`src/rtl/pipe_hazard_ctrl_pkg.sv`:
```
// pipe_hazard_ctrl_pkg: shared state type and oldest-busy-stage priority helper
package pipe_hazard_ctrl_pkg;
  typedef enum logic {RUN, KILL} pipe_state_t;
  localparam int MAX_STAGES = 32;
  function automatic int oldest_busy(input logic [MAX_STAGES-1:0] v);
    oldest_busy = 0;
    for (int i = 0; i < MAX_STAGES; i++) if (v[i]) oldest_busy = i;
  endfunction
endpackage

```
`src/rtl/pipe_hazard_ctrl_sat_counter.sv`:
```
// sat_counter: event counter that sticks at all-ones instead of wrapping
module sat_counter #(
  parameter int WIDTH = 32
) (
  input  logic             clk,
  input  logic             rst,
  input  logic             inc,
  output logic [WIDTH-1:0] cnt
);
  always_ff @(posedge clk or negedge rst)
    if (!rst) cnt <= '0;
    else if (inc && !(&cnt)) cnt <= cnt + 1'b1;
endmodule

```
`src/rtl/pipe_hazard_ctrl.sv`:
```
// pipe_hazard_ctrl: stall/flush controller, oldest busy stage freezes younger stages and bubbles behind itself
module pipe_hazard_ctrl
  import pipe_hazard_ctrl_pkg::*;
#(
  parameter int NUM_STAGES  = 5,
  parameter int REG_W       = 5,
  parameter int DEC_STAGE   = 1,
  parameter int CNT_W       = 32,
  parameter int WDOG_CYCLES = 1024,
  localparam int SIDX_W     = $clog2(NUM_STAGES)
) (
  input  logic                  clk,
  input  logic                  rst,
  input  logic [NUM_STAGES-1:0] stage_busy,
  input  logic                  imem_resp,
  input  logic                  ld_valid,
  input  logic [REG_W-1:0]      ld_rd,
  input  logic [REG_W-1:0]      id_rs1,
  input  logic [REG_W-1:0]      id_rs2,
  input  logic                  id_rs1_used,
  input  logic                  id_rs2_used,
  input  logic                  redirect_valid,
  input  logic [SIDX_W-1:0]     redirect_stage,
  output logic                  load_pc,
  output logic                  inst_read,
  output logic [NUM_STAGES-2:0] pipe_load,
  output logic [NUM_STAGES-2:0] pipe_flush,
  output logic [CNT_W-1:0]      stall_cnt,
  output logic [CNT_W-1:0]      flush_cnt,
  output logic                  hang_err
);
  localparam int WD_W = $clog2(WDOG_CYCLES + 1);
  pipe_state_t           state;
  logic                  load_use, stall, rd_acc;
  logic [NUM_STAGES-1:0] eb;
  logic [WD_W-1:0]       wdog;
  int                    s, rs;
  assign load_use = ld_valid && ld_rd != '0 &&
                    ((id_rs1_used && id_rs1 == ld_rd) || (id_rs2_used && id_rs2 == ld_rd));
  assign eb     = stage_busy | (NUM_STAGES'(load_use) << DEC_STAGE);
  assign s      = oldest_busy(MAX_STAGES'(eb));
  assign rs     = int'(redirect_stage);
  assign stall  = |eb;
  // a redirect must wait until nothing at or beyond its resolving stage is stuck
  assign rd_acc = redirect_valid && (eb >> redirect_stage) == '0;
  always_comb begin
    load_pc    = rst && (rd_acc || !stall);
    inst_read  = rst;
    pipe_load  = '0;
    pipe_flush = '0;
    for (int i = 0; i < NUM_STAGES - 1; i++) begin
      pipe_load[i]  = rst && (rd_acc || !stall || i >= s || (i == 0 && state == KILL));
      pipe_flush[i] = !rst || (rd_acc ? i < rs : stall && i == s) || (i == 0 && state == KILL);
    end
  end
  always_ff @(posedge clk or negedge rst)
    if (!rst) state <= RUN;
    else state <= (state == KILL) ? (imem_resp ? RUN : KILL) : ((rd_acc && stage_busy[0]) ? KILL : RUN);
  always_ff @(posedge clk or negedge rst)
    if (!rst) begin
      wdog     <= '0;
      hang_err <= 1'b0;
    end else begin
      wdog <= load_pc ? '0 : (wdog == WD_W'(WDOG_CYCLES) ? wdog : wdog + 1'b1);
      if (!load_pc && wdog >= WD_W'(WDOG_CYCLES - 1)) hang_err <= 1'b1;
    end
  sat_counter #(.WIDTH(CNT_W)) u_stall (.clk(clk), .rst(rst), .inc(!load_pc), .cnt(stall_cnt));
  sat_counter #(.WIDTH(CNT_W)) u_flush (.clk(clk), .rst(rst), .inc(rd_acc), .cnt(flush_cnt));
endmodule

```
`config.mk`:
```
export PLATFORM = sky130hd
export DESIGN_NAME = pipe_hazard_ctrl
export DESIGN_NICKNAME = d
export VERILOG_FILES = /design/src/rtl/pipe_hazard_ctrl_pkg.sv /design/src/rtl/pipe_hazard_ctrl_sat_counter.sv /design/src/rtl/pipe_hazard_ctrl.sv
export SDC_FILE = /design/constraint.sdc
export NUM_CORES = 1
export LEC_CHECK = 0
export CAP_MARGIN = 20
export CORE_UTILIZATION = 51
export CTS_BUF_LIST = sky130_fd_sc_hd__clkbuf_4
export DETAILED_ROUTE_END_ITERATION = 10
export PLACE_DENSITY = 0.89
export REMOVE_ABC_BUFFERS = 1
export SLEW_MARGIN = 20
export SYNTH_ARGS = -nofsm -noshare
export SYNTH_HDL_FRONTEND = slang
export SYNTH_SLANG_ARGS = --single-unit
```
`constraint.sdc`:
```
create_clock -name clk -period 3.3 [get_ports clk]
set_input_delay 0.66 -clock clk [delete_from_list [all_inputs] [get_ports clk]]
set_output_delay 0.66 -clock clk [all_outputs]
set_load 0.02 [all_outputs]
```
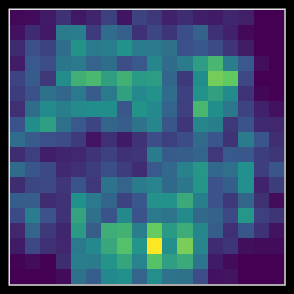
Figure 1: run 1, wire density map.
Scale: 3 px per µm. The die is cut into 18 by 18 equal tiles; dark purple is low, yellow is high, scaled to the fullest tile. Values are wire area over tile area, all layers added.
fullest tile: 0.70
mean over tiles: 0.20
nearly empty tiles: 6.8%
emptiest ninth of the die: south-east
densest ninth of the die: south
Avg WL per Cell: 16.2 µm
final WL: 10400 µm
gr usage total: 25.6%
DR vias: 3597

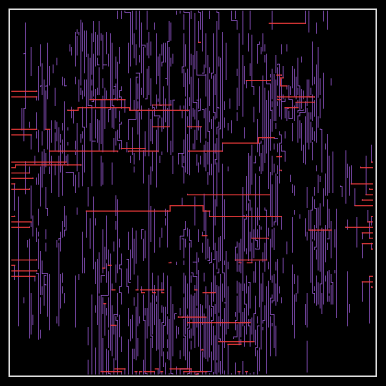
Figure 2: run 1, signal wires by layer.
Scale: 4 px per µm. Two of the layers only.
| layer | color | wire length |
|---|---|---|
| M3 | red | 444 µm |
| M2 | purple | 5170 µm |

==> results_slide.txt, run 1 <==
Run Summary

Global route
  • First-pass GRT wire length: 17000 µm
  • Gr ovfl total: 0
  • Initial antenna violation count: 0
  • Pin count of the biggest net entering global routing: 61
  • Number of global-route vias before repair: 3561

Clock tree
  • H-tree Lvls: 3
  • CTS Buffer Depth: 2
  • Worst-path clk slew: 130 ps
  • Num CTS Buffers: 9
  • TritonCTS clock tree: built
  • Clock sink count: 77
  • Clk latency late pin: 420 ps
  • Root Buffer: clkbuf_4
  • Hold buffers post-CTS: 0

Critical path
  • Critical path type: in2out
  • Crit end category: output pin
  • Cell family with most CP delay: buffers and inverters
  • Crit path buf inv count: 5
  • Slowest stage delay, CP: 420 ps
  • Element type at the critical path start: primary input
  • Crit path DAT: 2550 ps
  • Worst-path maximum fanout: 4
  • Crit path cell chain: clkdlybuf4s50_1 -> xor2_1 -> nor4_2 -> a32oi_2 -> buf_4 -> o211a_4 -> buf_4 -> a22oi_4 -> inv_4 -> buf_6
  • Worst endpoint required time: 2640 ps
  • Crit-path slowest cell: clkdlybuf4s50_1
  • Most frequent CP cell: buf_4

Floorplanning
  • # IOs: 105
  • Fp util: 52.8%
  • Die ar.: 8350 µm²
  • Floorplan row count: 32
  • Die width: 91.4 µm
  • Die height: 91.4 µm
  • Core ar.: 7730 µm²

Logic synthesis
  • Post-synthesis register bit count: 77
  • Cell type with the largest total area: dfrtp_1
  • Yosys simple share: 25.3%
  • FA/HA/MAJ Cells, Area Fraction: 1.23%
  • Aoi share: 4.54%
  • Cell variety after synth: 41
  • Synth Flop Type: dfrtp_1
  • Yosys Chip Area: 4080 µm²
  • Dominant combinational family: simple AND/OR/NAND/NOR gates
  • Register share after synthesis: 47.3%
  • Post-synth area hogs: dfrtp_1 (47%), xor2_1 (10%), xnor2_1 (7.1%)
  • Yosys xor share: 17.4%
  • Synth Warn #: 0
  • Mapped Cells: 406
  • Post-synth mux share: 1.32%
  • Syn avg cell area: 10.0 µm²
  • Share of flip-flops with an asynchronous set or reset: 100%
  • Yosys top cell area share: 47.3%
  • Post-Syn Area: 4080 µm²
  • Ys cells: 406
  • Post-synth EDFFs: 0

Run
  • Tool warnings: 26
  • MaxCap Viol Count: 0

Status
  • Status: finished, final reports clean

Power and ir drop
  • Pwr dens: 499 nW/µm²
  • P_leak: 2.42 nW
  • Peak VDD IR: 526 µV

Finish
  • Final #Nets: 568
  • Most common logic cell in the routed design: clkdlybuf4s50_1
  • Share of layout cells above drive strength 1: 13.0%
  • Area grow syn2layout: 36.8%
  • Sequential cell area: 1930 µm²
  • Most numerous logic cells after layout: clkdlybuf4s50_1 (84), dfrtp_1 (77), xor2_1 (48)
  • ANT cells: 0
  • MI comb area: 2060 µm²

Routing
  • Residual DRC: 0
  • Pre-antenna DRT Iters: 4
  • Drt initial violations: 188
  • Post-route ant nets: 0
  • Vias per Instance: 5.61

Final timing
  • Fin crit period: 3210 ps
  • Setup TNS: 0 ps
  • Peak Freq: 311 MHz
  • Slew Limit Fails: 0
  • # setup viols final: 0
  • Unrepaired setup endpoints after global routing: false
  • Hold Vio Cnt, Final: 0
  • Relative max-transition margin: 50.5%
  • Fin crit share: 97.3%
  • Hold_ws: 73.5 ps
  • Setup Skew: 19.2 ps
  • Worst slew pin tran: 742 ps

Placed design
  • DP HPWL: 7450 µm
  • Gpl congestion: 0.865
  • Dpl cells: 620
  • Port buffer count: 104

Worst hold path
  • Worst Hold Class: in2async
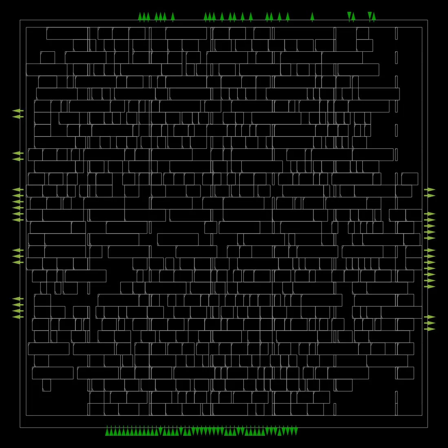
Figure 3: run 1, placed standard cells.
Seq area share: 34.5%
fill count: 563
final std cells w/o fill: 641
flop count: 77

run 1: cells in the mapped netlist (3+ instances only):
cell type / n
dfrtp_1: 77
xnor2_1: 33
o21a_1: 4
mux2_2: 3
a21oi_1: 3
and3_1: 13
o21ai_0: 4
and2_1: 5
nor4_2: 6
ha_1: 4
and4_1: 9
nand4_1: 20
nand3_1: 34
nor2_1: 34
clkbuf_1: 9
inv_1: 10
buf_2: 4
nor3_1: 15
nand2_1: 34
nor4_1: 11
xor2_1: 48
run 1: timing repair:
action	CTS	global route
setup endpoints to repair	9	7
cloned	1	0
endpoints found under the hold margin	0	0
gates resized	44	7
buffers inserted	4	0
pin swaps	6	4
run 1: state kept, by name (all words and copies together), names as in the netlist:
name / count
u_stall.cnt: 32
u_flush.cnt: 32
state: 1
wdog: 11
hang_err: 1
run 1: area by class of cell:
| cell class | count | area share [%] |
|---|---|---|
| Clock buffer | 11 | 1.48 |
| Tap cell | 102 | 2.29 |
| Multi-Input combinational cell | 303 | 37.0 |
| Sequential cell | 77 | 34.5 |
| Inverter | 11 | 0.785 |
| Timing Repair Buffer | 132 | 22.1 |
| Clock inverter | 5 | 1.77 |
run 1: metal layers:
layer,routed length (µm),global-route usage [%]
met5,0,0
met4,418,13.2
met3,443,5.78
met2,5170,40.8
met1,4360,32.5
run 1: worst reg2reg max path: stages, from the launching register on:
cell and delay [ps]:
dfrtp_1 460, and4_1 290, and4_1 390, and3_1 380, and3_1 490, buf_4 250
nor4b_1 80, xor2_1 160
run 1: through the flow:
step	worst slack, ps	cell area (µm²)	power (mW)	util (%)
global placement	-532	5350	2.04	69.2
finish	89.0	5580	2.79	72.2
CTS	12.2	5550	2.80	71.9
floorplan	373	4000	1.66	-
global route	3.49	5580	2.92	72.2
detailed placement	-574	5350	2.08	69.2
run 1: cell families (layout without fill, tap and decap cells):
| logic type | count (synthesis) | count (layout) |
|---|---|---|
| buffers and inverters | 27 | 159 |
| multiplexers | 5 | 5 |
| adder cells (fa/ha/maj) | 4 | 4 |
| XOR/XNOR | 81 | 81 |
| flip-flops | 77 | 77 |
| AND-OR/OR-AND | 23 | 24 |
| AND/OR/NAND/NOR | 189 | 189 |
run 1: where the power goes:
part	total [mW]	switching (mW)	internal, mW
sequential	1.24	0.166	1.08
clock	0.719	0.321	0.398
combinational	0.825	0.429	0.396
run 1: final timing paths:
path                            cells past startpoint              end             from  slack [ps]
worst min-delay path                                1  u_flush.cnt[27]              rst          70
worst max-delay path                               10          load_pc        id_rs2[3]          90
worst min register to register                      1  u_stall.cnt[18]  u_stall.cnt[18]         490
min in group clk                                    1  u_stall.cnt[18]  u_stall.cnt[18]         490
worst max register to register                      7  u_stall.cnt[16]  u_stall.cnt[12]         680
max in group asynchronous                           2   u_flush.cnt[9]              rst        2220
Figure 4. Zoomed window (run 1).
Window x 31 to 61, y 31 to 61 µm. Cells in gray, sequential cells in the stronger gray; small squares are vias.
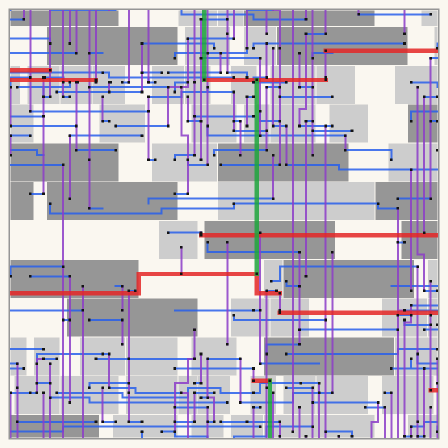

## Run 2: what changed since run 1
- SETUP_SLACK_MARGIN: not set -> 0.3
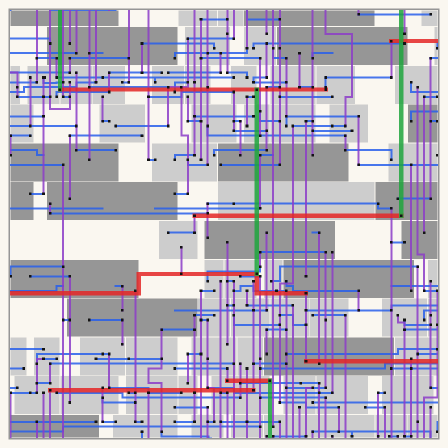
Figure 5: run 2, zoomed window.
Window x 31 to 61, y 31 to 61 µm. Cells in gray, sequential cells in the stronger gray; small squares are vias.
| layer | color |
|---|---|
| M3 | red |
| M4 | green |
| M2 | purple |
| M1 | blue |
netlist names of flops here include: u_stall.cnt (6), u_flush.cnt (5)
sequential cells in the window: 11
cells with their middle in the window: 61
most frequent: dfrtp_1 (11), xor2_1 (6)

==> run 2 against run 1 <==
Against the previous run: clock skew hardly changed; worst setup slack better by 180 ps; register-to-register slack hardly changed; maximum frequency is 6.0% higher; hold slack hardly changed; clock-buffer cell count stayed put; critical path type unchanged; highest routed layer unchanged.
==> results_slide.txt, run 2 <==
Run Summary

Clock tree
  • CTS Buffer Depth: 2
  • Hold buffers post-CTS: 0
  • Worst-path clk slew: 130 ps
  • H-tree Lvls: 3
  • TritonCTS clock tree: built
  • Root Buffer: clkbuf_4
  • Num CTS Buffers: 9
  • Clock sink count: 77
  • Clk latency late pin: 430 ps

Critical path
  • Slowest stage delay, CP: 480 ps
  • Crit path buf inv count: 3
  • Element type at the critical path start: primary input
  • Critical path type: in2out
  • Cell family with most CP delay: buffers and inverters
  • Worst endpoint required time: 2640 ps
  • Crit end category: output pin
  • Crit path DAT: 2370 ps
  • Crit path cell chain: clkdlybuf4s50_1 -> nor2_1 -> a31oi_4 -> a21oi_4 -> o41a_4 -> buf_6 -> nand2_2 -> o211ai_1 -> buf_4
  • Crit-path slowest cell: clkdlybuf4s50_1
  • Worst-path maximum fanout: 4

Final timing
  • Fin crit share: 91.8%
  • # setup viols final: 0
  • Unrepaired setup endpoints after global routing: true
  • Final WS setup: 272 ps
  • Slew Limit Fails: 0
  • Hold_ws: 73.6 ps
  • Setup Skew: 19.1 ps
  • Peak Freq: 330 MHz
  • Worst slew pin tran: 746 ps
  • Relative max-transition margin: 50.3%
  • Hold Vio Cnt, Final: 0
  • Fin crit period: 3030 ps

Placed design
  • DP HPWL: 7450 µm
  • Port buffer count: 104
  • Pre-CTS setup slack: -574 ps
  • Gpl congestion: 0.865

Finish
  • Share of layout cells above drive strength 1: 17.3%
  • Most numerous logic cells after layout: dfrtp_1 (77), clkdlybuf4s50_1 (75), xor2_1 (45)
  • Final #Nets: 572
  • Most common logic cell in the routed design: dfrtp_1
  • Biggest regs: u_flush.cnt x32, u_stall.cnt x32, wdog x11
  • Fill count: 542
  • Area grow syn2layout: 39.7%
  • ANT cells: 0

Logic synthesis
  • Post-Syn Area: 4080 µm²
  • Register share after synthesis: 47.3%
  • Mapped Cells: 406
  • Top-count cell post-synth: dfrtp_1
  • Post-synthesis register bit count: 77
  • Syn avg cell area: 10.0 µm²
  • Synth cell count leaders: dfrtp_1 (77), xor2_1 (48), nand2_1 (34), nand3_1 (34), nor2_1 (34)
  • Post-synth EDFFs: 0
  • Synth Flop Type: dfrtp_1
  • Post-synth area hogs: dfrtp_1 (47%), xor2_1 (10%), xnor2_1 (7.1%)
  • Share of flip-flops with an asynchronous set or reset: 100%
  • Ys cells: 406
  • Yosys top cell area share: 47.3%
  • Yosys Chip Area: 4080 µm²
  • Synth Warn #: 0
  • Cell variety after synth: 41
  • Cell type with the largest total area: dfrtp_1

Routing
  • Post-route ant nets: 0
  • Residual DRC: 0
  • Vias per Instance: 5.66
  • Drt initial violations: 146
  • Avg WL per Cell: 16.5 µm
  • Pre-antenna DRT Iters: 4

Floorplanning
  • Die ar.: 8350 µm²
  • Core ar.: 7730 µm²
  • Floorplan row count: 32
  • # IOs: 105
  • Fp util: 52.8%
  • Die width: 91.4 µm
  • Die height: 91.4 µm

Run
  • Tool warnings: 28
  • MaxCap Viol Count: 0

Global route
  • Gr ovfl total: 0
  • Pin count of the biggest net entering global routing: 61
  • First-pass GRT wire length: 17300 µm
  • Number of global-route vias before repair: 3596
  • Initial antenna violation count: 0

Power and ir drop
  • P_leak: 2.46 nW
  • Peak VDD IR: 526 µV
  • Pwr dens: 494 nW/µm²

Worst hold path
  • Worst Hold Class: in2async

Status
  • Status: finished, final reports clean
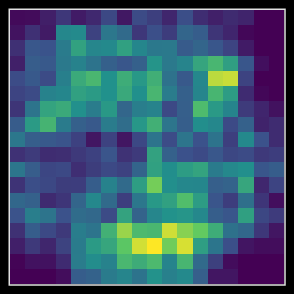
Figure 6: run 2, wire density map.
Scale: 3 px per µm. The die is cut into 18 by 18 equal tiles; dark purple is low, yellow is high, scaled to the fullest tile. Values are wire area over tile area, all layers added.
DR vias: 3648
gr usage total: 25.9%
final WL: 10600 µm

[run 2: cell types whose count changed in the layout (fill, tap and decap cells not counted), moves of 3 or more]
cell,delta
xor2_1,-3
clkdlybuf4s15_2,-3
buf_6,+14
xor2_2,+3
buf_2,+4
clkdlybuf4s50_1,-9
[run 2: timing repair]
item / CTS / global route
buffers inserted: 5 / 3
gates cloned: 1 / 0
pin swaps: 18 / 9
gates resized: 101 / 31
endpoints found under the setup margin: 26 / 9
[run 2: layout make-up]
type                       count  area (µm²)  share of cell area, %
multi-input combinational    303        2150                   37.7
timing repair buffer         136        1260                   22.2
sequential                    77        1930                   33.8
clock inverter                 5        98.8                   1.74
clock buffer                  11        82.6                   1.45
tap                          102         128                   2.24
inverter                      11        43.8                  0.769
[run 2: cells by family after synthesis]
family                   synth area share (%)
AND-OR/OR-AND                            4.54
AND/OR/NAND/NOR                          25.3
adder cells (fa/ha/maj)                  1.23
multiplexers                             1.32
flip-flops                               47.3
buffers and inverters                    2.95
XOR/XNOR                                 17.4
[run 2: layer usage]
metal / wire [µm] / up-vias / global-route usage, %
met4: 380 / 0 / 12.6
li1: - / 1683 / -
met3: 461 / 38 / 5.70
met2: 5370 / 124 / 42.0
met5: 0 / - / 0
met1: 4430 / 1803 / 32.9
[run 2: final timing paths]
path	start	end	slack [ps]	cells past startpoint
setup / recovery	stage_busy[4]	pipe_flush[0]	270	9
hold reg to reg	u_stall.cnt[18]	u_stall.cnt[18]	490	1
min in group clk	u_stall.cnt[18]	u_stall.cnt[18]	490	1
hold / removal	rst	u_flush.cnt[27]	70	1
setup reg to reg	u_stall.cnt[12]	u_stall.cnt[16]	670	7
max in group asynchronous	rst	u_flush.cnt[9]	2220	2
[run 2: worst reg2reg max path: cells and delay by family (launching register included)]
| family | cells | cell delay (ps) |
|---|---|---|
| AND/OR/NAND/NOR | 5 | 1640 |
| flip-flops | 1 | 460 |
| XOR/XNOR | 1 | 160 |
| buffers and inverters | 1 | 250 |
[run 2: power by group]
part,switching (mW),total [mW],internal (mW)
logic,0.442,0.850,0.407
registers,0.165,1.24,1.08
clock network,0.324,0.721,0.398
total,0.931,2.81,1.88
[run 2: metrics by stage]
stage               instance area (µm²)  util (%)  setup TNS, ps  cells  total power [mW]
CTS                                5580      72.2              0    642              2.80
detailed placement                 5350      69.2          -9220    620              2.08
finish                             5690      73.7              0    645              2.81
floorplan                          4000         -              0    390              1.66
global placement                   5350      69.2          -7220    620              2.04
global route                       5690      73.7              0    645              2.94
Power and IR drop assume default switching activity.
